==> src/rtl/clk_rst_gen.sv <==
// Clock-enable divider plus reset sequencer with button input and reset stretching.
// Define CLKRST_DEBOUNCE_EN to add a DEB_CYCLES stability filter on the synchronized button.
module clk_rst_gen #(
    parameter int unsigned DIV_W      = 4,
    parameter int unsigned RST_CYCLES = 16,
    parameter int unsigned DEB_CYCLES = 1024
) (
    input  logic             clk,
    input  logic             nReset,
    input  logic             nBut,
    input  logic [DIV_W-1:0] div_sel,
    output logic             clk_en,
    output logic             clk_div,
    output logic             reset,
    output logic [1:0]       state
);

    localparam int unsigned CNT_W = (RST_CYCLES > 1) ? $clog2(RST_CYCLES) : 1;
    localparam int unsigned THR_W = DIV_W + 1;

    typedef enum logic [1:0] {
        S_HOLD  = 2'd0,
        S_COUNT = 2'd1,
        S_RUN   = 2'd2
    } seq_e;

    if (RST_CYCLES == 0 || DEB_CYCLES == 0) begin : g_param_chk
        $error("clk_rst_gen: RST_CYCLES and DEB_CYCLES must be nonzero");
    end

    // Two-flop synchronizer; idles at released.
    logic but_m;
    logic but_s;

    always_ff @(posedge clk or negedge nReset) begin
        if (!nReset) begin
            but_m <= 1'b1;
            but_s <= 1'b1;
        end else begin
            but_m <= nBut;
            but_s <= but_m;
        end
    end

    logic but_f;

`ifdef CLKRST_DEBOUNCE_EN
    localparam int unsigned DEB_W = (DEB_CYCLES > 1) ? $clog2(DEB_CYCLES) : 1;

    logic [DEB_W-1:0] deb_cnt;

    // Accept a new level only after it has differed from the filtered one for DEB_CYCLES cycles.
    always_ff @(posedge clk or negedge nReset) begin
        if (!nReset) begin
            deb_cnt <= '0;
            but_f   <= 1'b1;
        end else if (but_s == but_f) begin
            deb_cnt <= '0;
        end else if (deb_cnt == DEB_W'(DEB_CYCLES - 1)) begin
            deb_cnt <= '0;
            but_f   <= but_s;
        end else begin
            deb_cnt <= deb_cnt + DEB_W'(1);
        end
    end
`else
    assign but_f = but_s;
`endif

    // Reset sequencer.
    seq_e             st_q;
    seq_e             st_d;
    logic [CNT_W-1:0] str_q;
    logic [CNT_W-1:0] str_d;

    always_ff @(posedge clk or negedge nReset) begin
        if (!nReset) begin
            st_q  <= S_HOLD;
            str_q <= '0;
            reset <= 1'b1;
        end else begin
            st_q  <= st_d;
            str_q <= str_d;
            reset <= (st_d != S_RUN);
        end
    end

    always_comb begin
        st_d  = st_q;
        str_d = str_q;
        unique case (st_q)
            S_HOLD: begin
                if (but_f) begin
                    st_d  = S_COUNT;
                    str_d = '0;
                end
            end
            S_COUNT: begin
                if (!but_f) begin
                    st_d  = S_HOLD;
                    str_d = '0;
                end else if (str_q == CNT_W'(RST_CYCLES - 1)) begin
                    st_d = S_RUN;
                end else begin
                    str_d = str_q + CNT_W'(1);
                end
            end
            S_RUN: begin
                if (!but_f) begin
                    st_d  = S_HOLD;
                    str_d = '0;
                end
            end
            default: begin
                st_d  = S_HOLD;
                str_d = '0;
            end
        endcase
    end

    assign state = st_q;

    // Divider: ratio is only reloaded at wrap (or while in reset), so periods never get cut.
    logic [DIV_W-1:0] cnt_q;
    logic [DIV_W-1:0] cnt_d;
    logic [DIV_W-1:0] sel_q;
    logic [DIV_W-1:0] sel_d;
    logic [THR_W-1:0] thr;
    logic             wrap;

    always_comb begin
        wrap  = (cnt_q >= sel_q);
        cnt_d = wrap ? '0 : cnt_q + DIV_W'(1);
        sel_d = (wrap || reset) ? div_sel : sel_q;
        thr   = (THR_W'(sel_d) + THR_W'(2)) >> 1;
    end

    always_ff @(posedge clk or negedge nReset) begin
        if (!nReset) begin
            cnt_q   <= '0;
            sel_q   <= '0;
            clk_en  <= 1'b0;
            clk_div <= 1'b0;
        end else begin
            cnt_q   <= cnt_d;
            sel_q   <= sel_d;
            clk_en  <= (cnt_d >= sel_d);
            clk_div <= (THR_W'(cnt_d) >= thr);
        end
    end

endmodule

==> config.mk <==
export PLATFORM = sky130hd
export DESIGN_NAME = clk_rst_gen
export DESIGN_NICKNAME = d
export VERILOG_FILES = /design/src/rtl/clk_rst_gen.sv
export SDC_FILE = /design/constraint.sdc
export NUM_CORES = 1
export LEC_CHECK = 0
export CORE_MARGIN = 5
export CORE_UTILIZATION = 45
export CTS_CLUSTER_DIAMETER = 200
export DETAILED_ROUTE_END_ITERATION = 12
export GPL_TIMING_DRIVEN = 0
export PLACE_DENSITY = 0.65
export REMOVE_ABC_BUFFERS = 1
export SLEW_MARGIN = 20
export SYNTH_ARGS = -nofsm -noshare
export SYNTH_HDL_FRONTEND = slang
export SYNTH_SLANG_ARGS = --single-unit
==> constraint.sdc <==
create_clock -name clk -period 2.72 [get_ports clk]
set_input_delay 0.544 -clock clk [delete_from_list [all_inputs] [get_ports clk]]
set_output_delay 0.544 -clock clk [all_outputs]
set_load 0.005 [all_outputs]
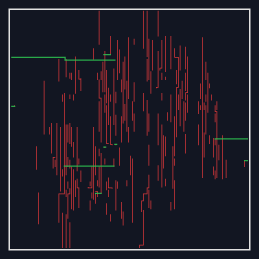
run_1/wires.png
Scale: 4 px per um. Two of the layers only.
[green] metal 3 | wire length: 51.7 um
[red] metal 2 | wire length: 1,050 um

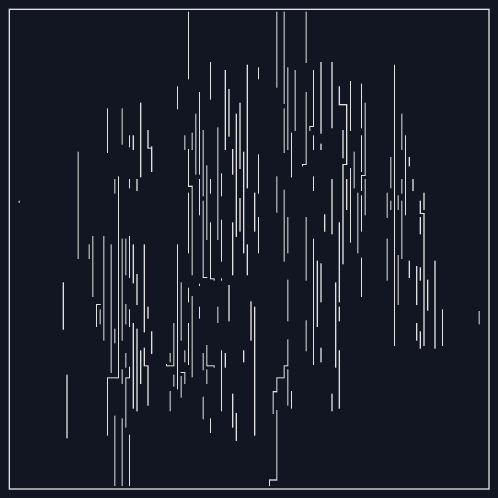
run_1/layer_met2.png
Scale: 8 px per um.
main direction: vertical
share of all routed wire: 48%
wire length on this layer: 1,050 um
longest straight run: 35.0 um

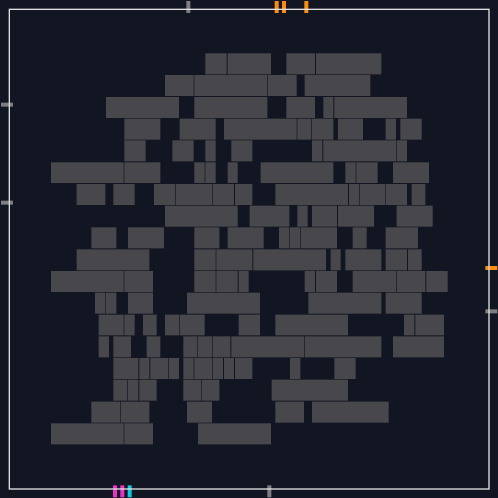
run_1/io_placement.png
Scale: 8 px per um. Pins as bars across the die edge, other pins in gray.
[orange] div_sel | pins: 4 | direction: input | edge: 3 north, 1 east
[cyan] nReset | pins: 1 | direction: input | edge: south
[magenta] state | pins: 2 | direction: output | edge: south

run 1: cells by family (layout without fill, tap and decap cells):
| group | count (synthesis) | count (layout) |
|---|---|---|
| DFF | 19 | 19 |
| xor gates and xnor gates | 4 | 4 |
| adders and majority gates | 15 | 15 |
| AOI/OAI and AO/OA | 19 | 19 |
| and+or+nand+nor | 31 | 31 |
| muxes | 5 | 5 |
| buffers and inverters | 13 | 37 |
run 1: stage by stage:
stage | power, uW | util (%) | instances | hold slack [ps] | instance area (um^2)
floorplan | 664 | - | 105 | 248 | 1100
global route | 1140 | 59.0 | 160 | 373 | 1430
CTS | 963 | 56.3 | 158 | 365 | 1370
detailed placement | 777 | 51.4 | 146 | 349 | 1250
global placement | 761 | 51.4 | 146 | 347 | 1250
finish | 1020 | 59.0 | 160 | 364 | 1430
run 1: what timing repair did:
action                     in CTS  in global routing
resized                         7                  7
pin swaps                       2                  9
setup endpoints to repair       2                  2
setup buffers                   8                  2
hold buffers                    0                  0
run 1: synth_stat cells:
cell type,number
o22ai_1,1
and3b_1,1
a21o_1,6
nor3b_1,1
mux2i_1,2
and3_1,1
buf_6,1
o32ai_1,1
nand4_1,1
dfstp_2,3
o21ai_0,4
inv_1,12
a21oi_1,1
and2_1,1
o211ai_1,1
mux2i_4,1
a22o_1,1
nor2_1,7
ha_1,15
xor2_1,2
xnor2_1,2
nand3_1,4
o211a_1,1
nor2b_1,1
a41oi_1,1
nand2_1,8
nand2b_1,5
o221ai_1,2
dfrtp_1,16
nor3_1,1
mux2_2,2
run 1: critical path, stage by stage, from the launching register on:
cell,delay [ps]
dfrtp_1,370
inv_1,50
ha_1,280
o211ai_1,270
o211a_4,240
mux2_4,330
ha_4,270
inv_2,40
ha_4,220
a21o_1,180
a21o_1,150
a21o_1,140
run 1: layout make-up:
cell class / instances / share of cell area [%]
multi-input combinational: 74 / 45.8
sequential: 19 / 33.4
timing repair buffer: 21 / 13.2
inverter: 12 / 3.14
tap: 30 / 2.62
clock buffer: 4 / 1.83
run 1: how the worst min path moves through the flow:
stage | slack [ps] | end
floorplan | 250 | clk_div
global placement | 350 | but_f
detailed placement | 350 | but_f
CTS | 370 | but_f
global route | 370 | but_f
finish | 360 | but_f
run 1: registers in the layout, summed over array words and instances (netlist names):
| register | flops |
|---|---|
| clk_div | 1 |
| reset | 1 |
| str_q | 4 |
| cnt_q | 4 |
| but_f | 1 |
| but_m | 1 |
| clk_en | 1 |
| sel_q | 4 |
| state | 2 |
run 1: metal layers:
| metal | up-vias | routed length [um] |
|---|---|---|
| li1 | 419 | - |
| met3 | 4 | 51 |
| met1 | 397 | 1020 |
| met4 | 0 | 44 |
| met2 | 10 | 1050 |
| met5 | - | 0 |
run 1: power breakdown:
part           switching, uW  internal, uW
clock network           88.6          57.2
logic                    237           278
registers               29.4           334
==> writeup.txt, run 1 <==
The synthesis log from Yosys contains 0 warnings. TritonCTS built the clock tree. The run gives 11 for the worst-case reg-to-reg path depth.

The main area contributors are dfrtp_1, ha_1, dfstp_2. Start-to-end type of the worst setup path: flop to flop. The worst-case register-to-register setup slack is 80 ps, and the transition time of the tightest slew-check pin is 847 ps.

The layout has 214 filler cells. The synthesized area divided by synthesized cell count is 10.5 um^2, and the mux contribution to synthesized area is 5.84%. Distinct cell type count after synthesis: 31. The most used routing layer was met2.

For the count of final max-slew check failures, the log shows 0. The vias after detailed routing is 830. The die is 59.8 um tall. In this run the worst path has a maximum fanout of 3. Leaving out fill and tap cells, the most frequent cells in the layout are dfrtp_1, ha_1, clkdlybuf4s50_1.

The library cell with the largest summed area after synthesis was dfrtp_1. Timing analysis after detailed placement gives a worst setup slack of -328 ps. The run gives 0 for the initial antenna violation count.

The run gives 12 as the I/O pin count. The wire-length estimate of the detail-placed layout is 1490 um. The run gives 0 for the max capacitance violation total. In this run the standard cell core region covers 0.00243 mm^2. For the final database, setup skew stands at 6.81 ps. The maximum level of the CTS H-tree was 1; the power density over the cells was 714 mW/mm^2. The slew check shows that the tightest pin keeps a relative margin of 43.3%. Of the available clock period, the critical path in the final layout requires 97.1%. The global routing report lists met3 layer usage as 2.59%. Note that the worst hold path type here is flop to flop. The run gives 10 as the DRC marker count from the first detailed-route iteration. For the initial cell density of the core, the log shows 45.8%.

The synthesized netlist occupies a cell area of 0.00111 mm^2. Summed over its instances, the top area cell type makes up 35.9% of the synthesized netlist area. The TritonCTS buffer count came out at 3.

Final RePlAce weighted congestion: 0.829. The area taken by sequential standard cells is reported as 479 um^2. According to the report, the first pass of detailed routing completed in 4 iterations. The worst flop-to-flop path startpoint was sel_q[1]. Per the synthesis report, the AND-OR/OR-AND share of the synthesized area is 12.3%. The worst setup slack after layout was 79.9 ps. The routed design shows a via density per instance of 5.19.

The chip area line in the Yosys stat output reads 0.00111 mm^2. The script parses the final routing iteration and logs DRC violations as 0. Counting only logic cells after layout, the most numerous master is dfrtp_1.

Data on the critical path arrives at its endpoint at 2840 ps. After floorplanning, the core was divided into 18 placement rows. The minimum period implied by the final worst setup slack is 2640 ps. Summed over all failing endpoints, the final setup total negative slack is 0 ps. Setup repair after global routing could not meet its margin everywhere. Global routing consumed, on the met2 layer, 22.1% of the routing resources. The cell count after synthesis came out at 106. The final hold violation count recorded for this run is 0.

The number of register bits inferred by synthesis works out to 19. The number of port buffers came out at 11. The logs give 300 ps for the clock latency on the worst-skew pair and 0 for the antenna cell count. The run gives 43.0% as the part of the Yosys area used for sequential elements.

The tree is rooted in a clkbuf_4. The run gives 0.00357 mm^2 as the chip area. Of the cells placed in the final design, the portion with a size suffix greater than 1 is 21.5%. The end-of-flow timing check tallies setup violations at 0. The flow ran to the end, and the final reports show no timing, DRC or antenna violations. Along the worst hold path, the cell count comes to 0.

The capturing element of the worst setup path was clk_div. TritonRoute output was used to compute an average wire per cell of 13.6 um. The worst IR drop on VDD is 388 uV.

The worst setup path is launched from a flop. The clock slew at the register clock pins of the worst setup and hold paths is 110 ps, and the net count reported at finish is 153. The detail route stage leaves a number of antenna-violating nets equal to 0. The fmax is 0.379 GHz, and the CTS sink count is 19. The fraction of the mapped netlist area in simple logic gates is 13.8%.

The leakage power figure is 0.000705 uW. The launching instance or port of the critical path is sel_q[1]. The element type at the critical path end was a flop. Area used by multi-input combinational logic: 657 um^2. Largest combinational cell category by area: adder cells. STA lists the startpoint of the worst hold path as but_m. The endpoint identified for the worst register-to-register timing path is clk_div. STA puts the critical path data required time at 2920 ps. The adder-cell area share of the yosys netlist was 16.8%. In the global route stage, overall resource usage came out at 14.5%. The tool warning count for the run is 26. No sink is reached through more buffers than the 2 on the longest clock path.

In this run, the synthesized area fraction spent on xor and xnor cells is recorded as 3.14%. The area growth from synthesis to layout is 28.6%. The tools report the via count of the first global-routing pass as 809. The first global-routing pass estimated 3790 um of wire. The die is 59.8 um wide. For the yosys cell count, the log shows 106. With the total overflow reported by the global router at 0, the maximum number of pins on one net before global-route repair is 20. The routing usage on met1 is 19.4%, and the total wirelength of the detailed-routed design is 2170 um.
run_1/placement.png
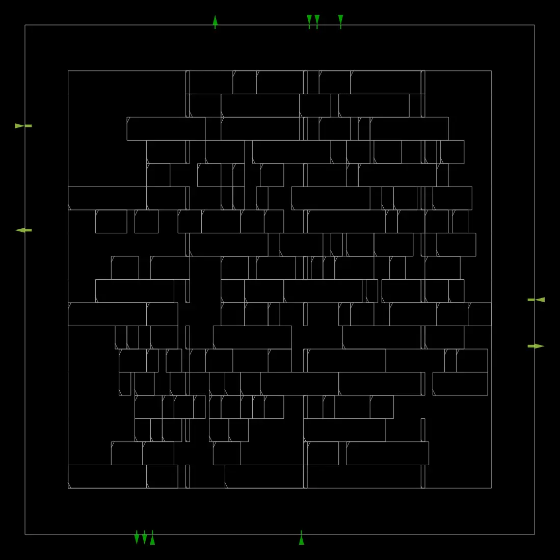

==> run 2, diff against run 1 <==
--- a/config.mk
+++ b/config.mk
@@ -5,6 +5,7 @@
 export SDC_FILE = /design/constraint.sdc
 export NUM_CORES = 1
 export LEC_CHECK = 0
+export CORE_ASPECT_RATIO = 1.2
 export CORE_MARGIN = 5
 export CORE_UTILIZATION = 45
 export CTS_CLUSTER_DIAMETER = 200
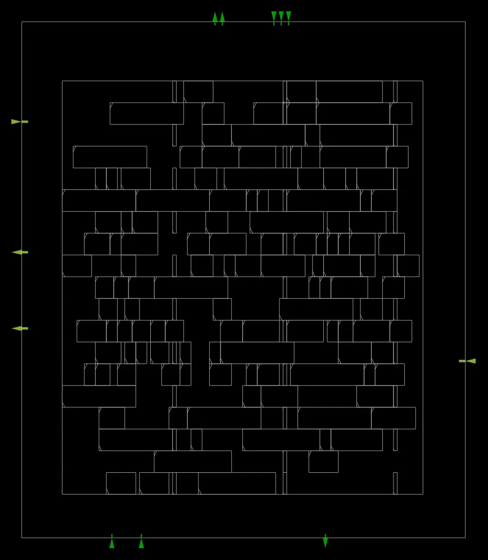
run_2/placement.png
number of tap cells inserted: 31
flip-flops: 19

==> run 2 against run 1 <==
Worst hold slack lost 2.4 ps. Sequential share of layout area grew 0.18 points. Setup slack lost 34 ps. Largest cell class unchanged. Clock-buffer cell count is the same. Critical endpoint unchanged. Final cell count grew 1.3%. Core utilization grew 2.3 points. Total power shrank 2.2%. Largest power group unchanged. Clock skew is essentially flat. Sequential power is essentially flat.
==> writeup.txt, run 2 <==
The flow ran to the end, and the final reports show no timing, DRC or antenna violations. The run gives 0 (unchanged) for the initial antenna violation count. The TritonCTS buffer count came out at 3 (unchanged). The stage-log warning count was 26 (unchanged); the maximum level of the CTS H-tree was 1 (unchanged). With the area used by multi-input combinational logic at 641 um^2 (-2.5%), the worst-case register-to-register setup slack is 50 ps (-30 ps). The synthesis area per yosys came out at 0.00111 mm^2 (unchanged). With the vertical die dimension at 64.5 um (+7.9%), the clock tree skew after final layout is 7.05 ps (+0.245 ps). The run gives 11 (unchanged) for the number of port buffers.

The final number of hold-violating endpoints was 0 (unchanged). The count of hold-fix buffers inserted at cts was 0 (unchanged). The power density over the cells works out to 702 mW/mm^2 (-1.7%).

Per the cell usage report, the commonest logic cells after layout are dfrtp_1, ha_1, inv_1, clkdlybuf4s50_1, buf_4. Number of rows in the core area: 19 (+1). The switching power total was 348 uW (-1.9%); the detailed-route vias per instance was 5.15 (-0.64%). The part of the cycle the worst path needs works out to 98.3% (+1.2 points).

TritonCTS built the clock tree. Clock share of power: 14.0% (-0.2 points). The tools report the count of TritonRoute iterations in the first routing pass as 2 (-2).

For the chip area, the log shows 0.00358 mm^2 (+0.11%). The tools report the DRC marker count from the first detailed-route iteration as 15 (+5). The logs give 0 (unchanged) for the remaining routing DRC violations and 31 (unchanged) for the distinct cell type count after synthesis. The top cell type in the final layout, fill and taps aside, is dfrtp_1.

The max-slew headroom at the worst pin was 44.4% (+1.1 points). Total overflow reported by the global router: 0 (unchanged). The critical-path maximum fanout works out to 4 (+1). The run gives 2920 ps (about the same) for the required time reported for the critical path endpoint. The net count reported at finish is 154 (+0.65%).

Area occupied by registers: 479 um^2 (unchanged). The run gives 19 (unchanged) for the number of register bits inferred by synthesis. The run gives 0 (unchanged) for the final setup violation count.

The tools report the maximum number of pins on one net before global-route repair as 20 (unchanged). The logs give 2160 um (-0.41%) for the total wirelength of the detailed-routed design and 36.2% (+0.7 points) for the share of total power in sequential cells. The registers reported with the highest flop counts are cnt_q (4), sel_q (4), str_q (4). The number of routed nets with antenna violations is 0 (unchanged).

The post-DP HPWL is 1560 um (+4.7%). Maximum number of buffers from clock root to sink: 2 (unchanged). With the area added between synthesis and finish at 27.9%, the count of final max-slew check failures is 0 (unchanged).

By startpoint and endpoint, the worst setup path is classified as flop to flop. The tools report the global-route wire length before repair as 3680 um (-2.9%). Fmax: 0.374 GHz (-1.3%). The tools report the element type at the critical path end as a flop.

Proportion of netlist area held by the largest area contributor: 35.9% (unchanged). The post-route setup TNS was 0 ps (unchanged); the clock slew at the register clock pins of the worst setup and hold paths was 110 ps (about the same). Number of filler instances in the final layout: 206 (-3.7%).

The clock latency on the worst-skew pair came out at 290 ps (about the same). The fraction of layout instances using a drive strength above 1 is 20.6% (-0.93 points). By area the synthesized netlist is led by dfrtp_1, ha_1, dfstp_2. The end point of the worst hold path was but_f. The logs give 0 (unchanged) for the total number of yosys warnings and 46.1 ps (-33.8 ps) for the worst setup slack after layout. The area of the core is 0.00233 mm^2 (-4.2%), and the worst IR drop on VDD is 406 uV (+4.7%). The synthesized area divided by synthesized cell count was 10.5 um^2 (unchanged). The cell count after placement is 147 (+0.68%). The final RePlAce weighted congestion is 0.781 (-5.8%), and the internal power component is 654 uW (-2.3%). Minimum period implied by the final worst setup slack: 2670 ps (+33.8 ps).

The yosys cell count came out at 106 (unchanged). The global-route usage over all layers came out at 12.9% (-1.6 points). The library cell with the largest summed area after synthesis was dfrtp_1. The fraction of registers with async set or reset after synthesis works out to 100% (unchanged). The part of the Yosys area used for sequential elements came out at 43.0% (unchanged). Net switching fraction of the power: 34.7% (+0.084 points). The run gives 1000 uW (-2.2%) for the total design power.

The antenna cell count is 0 (unchanged), and the count of non-filler cells in the finished layout is 162 (+1.3%). The combinational cell fraction of total power was 49.8% (-0.5 points); the count of library flops with an enable pin was 0 (unchanged). The run gives 13.3 um (-1.6%) for the routed length per placed instance.

The startpoint identified for the worst register-to-register timing path is sel_q[1]. Note that the worst hold path type here is flop to flop. With the transition time of the tightest slew-check pin at 831 ps (-15.9 ps), the instance count of the mapped netlist is 106 (unchanged). The synthesis stats list as the most numerous cell dfrtp_1.

The top flip-flop cell by instance count after synthesis was dfrtp_1. The summed instance area of the synthesized netlist was 0.00111 mm^2 (unchanged). The run gives -367 ps (-39.0 ps) for the worst slack at placement. In this run the most critical hold path is launched from but_m. The vias after detailed routing is 835 (+0.60%). The initial cell density of the core was 47.9% (+2.0 points).
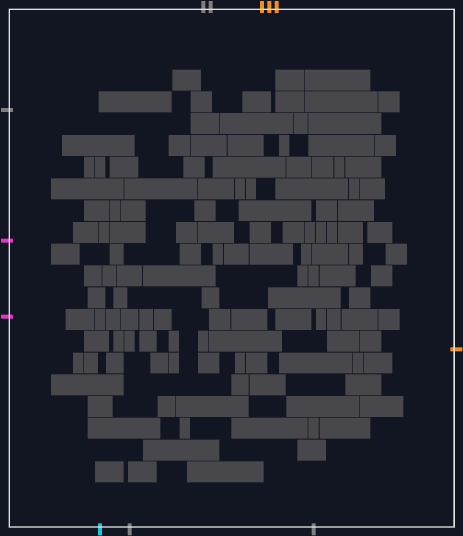
run_2/io_placement.png
Scale: 8 px per um. Pins as bars across the die edge, other pins in gray.
[magenta] state | pins: 2 | direction: output | edge: west
[orange] div_sel | pins: 4 | direction: input | edge: 3 north, 1 east
[cyan] nReset | pins: 1 | direction: input | edge: south

run 2: cell counts after synthesis:
Identical to the previous run, type by type.
run 2: logic make-up after synthesis:
logic type                 share of synthesized area [%]
adders and majority gates                           16.8
and+or+nand+nor                                     13.8
AOI/OAI and AO/OA                                   12.3
DFF                                                 43.0
buffers and inverters                               5.05
muxes                                               5.84
xor gates and xnor gates                            3.14
run 2: how the worst max path moves through the flow:
stage	cells past startpoint	startpoint	to	slack, ps
6_report	11	sel_q[1]	clk_div	50
5_1_grt	12	sel_q[1]	clk_div	-60
4_1_cts	10	cnt_q[1]	clk_div	20
3_5_place_dp	12	cnt_q[0]	clk_div	-370
3_3_place_gp	12	cnt_q[0]	clk_div	-290
2_1_floorplan	11	cnt_q[0]	clk_div	-30
run 2: area by class of cell:
type,instances,area share [%]
Clock buffer,4,1.84
Tap cell,31,2.72
Sequential cell,19,33.6
Multi-Input combinational cell,74,44.9
Inverter,12,3.16
Timing Repair Buffer,22,13.8
run 2: repair_timing:
item,4_1_cts,5_1_grt
setup buffers,7,4
gates resized,7,5
pin swaps,2,11
endpoints found under the setup margin,2,2
endpoints found under the hold margin,0,0
run 2: worst max-delay path: stages (launching register included):
cell      delay (ps)
dfrtp_1          360
inv_1             50
ha_1             290
o211ai_1         290
o211a_4          250
mux2_4           340
ha_4             270
inv_2             40
ha_4             220
a21o_1           170
a21o_1           150
a21o_1           150
run 2: power groups by stage:
stage | registers, uW | clock network [uW] | logic, uW
2_1_floorplan | 371 | 0 | 293
3_3_place_gp | 374 | 0 | 391
3_5_place_dp | 375 | 0 | 413
4_1_cts | 362 | 146 | 463
5_1_grt | 370 | 162 | 563
6_report | 362 | 140 | 499
run 2: metal layers:
| layer | routed length (um) | track usage (%) | vias to the layer above | share of wire [%] |
|---|---|---|---|---|
| li1 | - | - | 422 | - |
| met1 | 916 | 12.8 | 405 | 42 |
| met2 | 1190 | 25.6 | 6 | 55 |
| met3 | 32 | 1.98 | 2 | 1.5 |
| met4 | 17 | 6.38 | 0 | 0.79 |
| met5 | 0 | 0 | - | 0 |
run 2: per-stage QoR:
| step | util, % | hold slack (ps) |
|---|---|---|
| 6_report | 61.2 | 361 |
| 5_1_grt | 61.2 | 371 |
| 4_1_cts | 58.5 | 364 |
| 3_5_place_dp | 53.8 | 350 |
| 3_3_place_gp | 53.8 | 347 |
| 2_1_floorplan | - | 248 |
Power and IR drop assume default switching activity.
